$ cat src/rtl/maxnet_pkg.sv
// Shared float field widths, constants, FSM states and the relu helper
// for the MaxNet winner-take-all block.
package maxnet_pkg;

  localparam int FLT_W = 32;
  localparam int EXP_W = 8;
  localparam int MAN_W = 23;

  localparam logic [EXP_W-1:0] EXP_MAX       = 8'hFF;
  localparam logic [FLT_W-1:0] FLOAT_ZERO    = 32'h0000_0000;
  localparam logic [FLT_W-1:0] FLOAT_ONE     = 32'h3F80_0000;
  localparam logic [FLT_W-1:0] FLOAT_NEG_ONE = 32'hBF80_0000;

  typedef enum logic [1:0] {IDLE, LOAD, ITER, DONE} state_t;

  // Negative values, -0 and subnormals all collapse to +0.
  function automatic logic [FLT_W-1:0] relu_f(input logic [FLT_W-1:0] x);
    if (x[FLT_W-1] || (x[MAN_W +: EXP_W] == '0)) return FLOAT_ZERO;
    return x;
  endfunction

endpackage

$ cat src/rtl/maxnet_model_fp_addmul.sv
// Combinational fused y = a + b*c in single precision, one truncating rounding,
// subnormals flushed to +0; ovf flags any inf/NaN operand or result exponent >= 255.
module fp_addmul
  import maxnet_pkg::*;
(
  input  logic [FLT_W-1:0] a,
  input  logic [FLT_W-1:0] b,
  input  logic [FLT_W-1:0] c,
  output logic [FLT_W-1:0] y,
  output logic             ovf
);

  localparam int MW = 51;  // exact 48-bit product mantissa plus guard/round/sticky

  logic              a_zero, p_zero, a_big, same_sign, big_sign, found;
  logic signed [9:0] a_exp, p_exp, big_exp, res_exp;
  logic [47:0]       prod, a_man, p_man;
  logic [MW-1:0]     big_man, small_man, small_sh, lost_mask, diff, norm;
  logic [MW:0]       sum;
  logic [9:0]        shamt;
  logic [5:0]        lz;
  logic [MAN_W-1:0]  frac;

  always_comb begin
    y         = FLOAT_ZERO;
    ovf       = 1'b0;
    lost_mask = '0;
    a_zero    = (a[MAN_W +: EXP_W] == '0);
    p_zero    = (b[MAN_W +: EXP_W] == '0) || (c[MAN_W +: EXP_W] == '0);
    prod      = {24'd0, 1'b1, b[MAN_W-1:0]} * {24'd0, 1'b1, c[MAN_W-1:0]};
    p_exp     = $signed({2'b00, b[MAN_W +: EXP_W]}) + $signed({2'b00, c[MAN_W +: EXP_W]})
              - 10'sd127 + (prod[47] ? 10'sd1 : 10'sd0);
    p_man     = prod[47] ? prod : {prod[46:0], 1'b0};
    a_exp     = $signed({2'b00, a[MAN_W +: EXP_W]});
    a_man     = {1'b1, a[MAN_W-1:0], 24'd0};

    if (p_zero)      a_big = 1'b1;
    else if (a_zero) a_big = 1'b0;
    else             a_big = (a_exp > p_exp) || ((a_exp == p_exp) && (a_man >= p_man));

    same_sign = (a[FLT_W-1] == (b[FLT_W-1] ^ c[FLT_W-1]));
    big_sign  = a_big ? a[FLT_W-1] : (b[FLT_W-1] ^ c[FLT_W-1]);
    big_exp   = a_big ? a_exp : p_exp;
    big_man   = {(a_big ? a_man : p_man), 3'b000};
    small_man = ((a_big && p_zero) || (!a_big && a_zero)) ? '0 : {(a_big ? p_man : a_man), 3'b000};
    shamt     = a_big ? $unsigned(a_exp - p_exp) : $unsigned(p_exp - a_exp);

    // Bits shifted out collapse into a sticky bit so truncation stays exact on subtraction.
    if (small_man == '0) begin
      small_sh = '0;
    end else if (shamt >= 10'(MW)) begin
      small_sh = {{(MW-1){1'b0}}, 1'b1};
    end else begin
      lost_mask = ~({MW{1'b1}} << shamt);
      small_sh  = (small_man >> shamt) | {{(MW-1){1'b0}}, |(small_man & lost_mask)};
    end

    sum   = {1'b0, big_man} + {1'b0, small_sh};
    diff  = big_man - small_sh;
    lz    = 6'd0;
    found = 1'b0;
    for (int i = MW - 1; i >= 0; i--) begin
      if (!found) begin
        if (diff[i]) found = 1'b1;
        else         lz = lz + 6'd1;
      end
    end
    norm = diff << lz;

    if (same_sign) begin
      res_exp = big_exp + (sum[MW] ? 10'sd1 : 10'sd0);
      frac    = sum[MW] ? MAN_W'(sum >> (MW - 23)) : MAN_W'(sum >> (MW - 24));
    end else begin
      res_exp = big_exp - $signed({4'b0000, lz});
      frac    = MAN_W'(norm >> (MW - 24));
    end

    if ((a[MAN_W +: EXP_W] == EXP_MAX) || (b[MAN_W +: EXP_W] == EXP_MAX) ||
        (c[MAN_W +: EXP_W] == EXP_MAX))             ovf = 1'b1;
    else if (!p_zero && (p_exp >= 10'sd255))        ovf = 1'b1;
    else if (a_zero && p_zero)                      y   = FLOAT_ZERO;
    else if (!same_sign && (diff == '0))            y   = FLOAT_ZERO;
    else if (res_exp >= 10'sd255)                   ovf = 1'b1;
    else if (res_exp <= 10'sd0)                     y   = FLOAT_ZERO;
    else                                            y   = {big_sign, res_exp[7:0], frac};
  end

endmodule

$ cat config.mk
export PLATFORM = sky130hd
export DESIGN_NAME = fp_addmul
export DESIGN_NICKNAME = d
export VERILOG_FILES = /design/src/rtl/maxnet_pkg.sv /design/src/rtl/maxnet_model_fp_addmul.sv
export SDC_FILE = /design/constraint.sdc
export NUM_CORES = 2
export LEC_CHECK = 0
export CAP_MARGIN = 0
export CORE_UTILIZATION = 57
export DETAILED_ROUTE_END_ITERATION = 10
export PLACE_DENSITY = 0.75
export SYNTH_ARGS = -nofsm -noshare
export SYNTH_HDL_FRONTEND = slang
export SYNTH_SLANG_ARGS = --single-unit
$ cat constraint.sdc
create_clock -name vclk -period 195.1
set_input_delay 39.02 -clock vclk [all_inputs]
set_output_delay 39.02 -clock vclk [all_outputs]
set_load 0.02 [all_outputs]
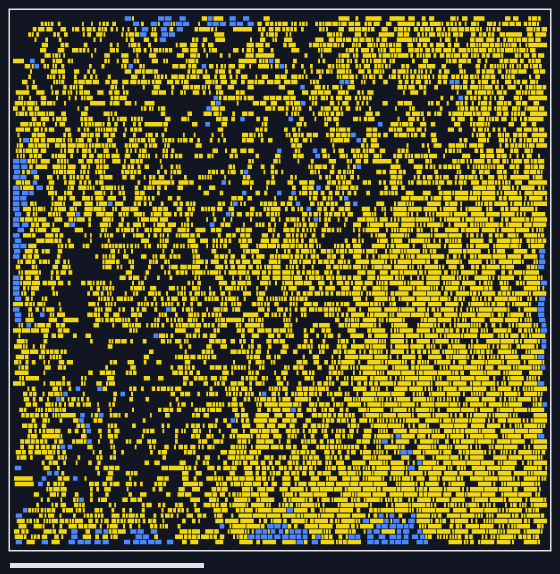
*Cells coloured by class*
Bar = 100 µm.
class	colour	cells
all other logic	yellow	5698
other buffers and delay cells	blue	242

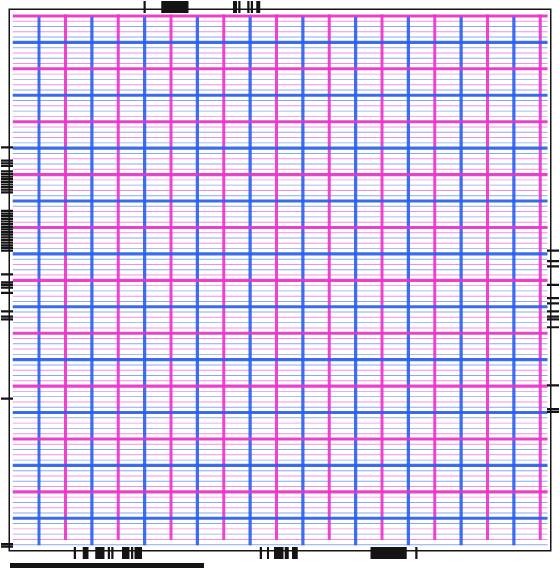
*Floorplan with the power grid*
Bar = 100 µm. Pins as bars on the die edge.
net	colour
VSS	blue
VDD	magenta
met5 straps	20
met1 rails	101

==> COMMIT_EDITMSG <==
Log flow metrics for this revision

- Sequential cells placed in the final layout were counted as 0.
- After the flow finishes, the layout carries non-filler instances totaling 6912.
* Post-synthesis cell type count: 132
* Worst hold slack across all endpoints: 79.27 ns
- In this run the cell area of the synthesized design comes to 0.0433 mm².
- The critical path endpoint has a required time of 156.08 ns.
* Critical path depth in cells: 244
- The final timing report lists a max-slew violation count of 0.
- Weighted congestion at the end of routability-driven global placement: 1.14
* Top-area cell type share of the netlist area: 22.4%
- Buffers outside the clock class: 242
- The timing report shows that the slowest cell on the worst path is sky130_fd_sc_hd__clkdlybuf4s50_1.
- Filler Cell Count: 6867
- Entering global routing, the biggest net connects 65 pins.
- With fillers left out, the area of the finished cells amounts to 0.0455 mm².
- Final-layout clock-cell area share: 0%
- First-pass GRT wire length: 266000 µm
- DRC violations left: 0
- According to the timing report, the critical path is captured at y[15].
* Critical path class: in -> out
- According to the floorplan report, the total die area is 0.0772 mm².
- Hold wc startpoint: a[31]
- The worst setup path is launched from an input pin.
* Setup TNS: 0 ns
- Dominant cells by area after synthesis: sky130_fd_sc_hd__fa_1 (22%), sky130_fd_sc_hd__ha_1 (11%), sky130_fd_sc_hd__inv_1 (6.6%), sky130_fd_sc_hd__nand2_1 (6.5%), sky130_fd_sc_hd__a21oi_1 (4.8%)
- Hold bufs inserted after CTS: 0
- Area taken by multi-input logic gates: 0.0393 mm²
- Highest clock rate: 7.51 MHz
* Most common cell in the synthesized netlist: sky130_fd_sc_hd__inv_1
- The initial utilization of the core area, before any placement, comes to 57.9%.
- The floorplan has 100 rows.
- Overflow left after global routing: 0
- Slowest Stage Delay on Critical Path: 0.94 ns
- Drt first-iter violations: 6396
- During placement, the flow inserted port buffers numbering 129.
- Of the total standard cell area in the layout, the multi-input combinational portion is 86.3%.
* Status: finished, final reports clean
- The arrival time of data at the worst endpoint is listed as 94.11 ns.
- The first detailed-routing pass took 8 iterations.
- Broken down by cell family, the worst path's largest delay share belongs to adder cells.
- Per the OpenROAD floorplan log, the height of the die is 278 µm.
* Syn_area_per_cell: 7.20 µm²
- After detailed placement, the design holds a cell count of 6909.
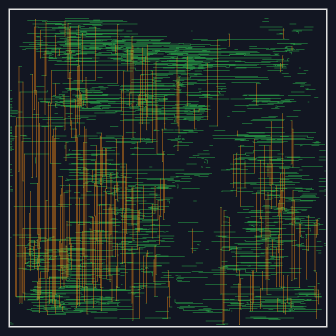
*Signal wires by layer*
Two of the layers only.
layer	colour	wire length
met4	orange	11300 µm
met3	green	20.8 mm
Via Count: 45700
wire length reported by the detailed router: 173000 µm
Total GRT Usage: 44.3%
Routed wire per std cell: 25.1 µm

## per-layer routing
metal	part of all wire [%]	routed length, µm	track usage, %
met5	0.0063	11	0
met4	6.5	11300	22.8
met3	12	20800	10.1
met2	41	71400	65.3
met1	40	69900	60.2
## kinds of logic (layout without fill, tap and decap cells)
logic type	Yosys count	in the layout	synth area share [%]
AND/OR/NAND/NOR	2186	2186	24.3
AND-OR/OR-AND	1383	1383	20.8
buffers and inverters	1089	1012	9.69
adder cells (fa/ha/maj)	866	866	33.4
multiplexers	248	248	6.06
XOR/XNOR	245	245	5.70
other	0	3	0
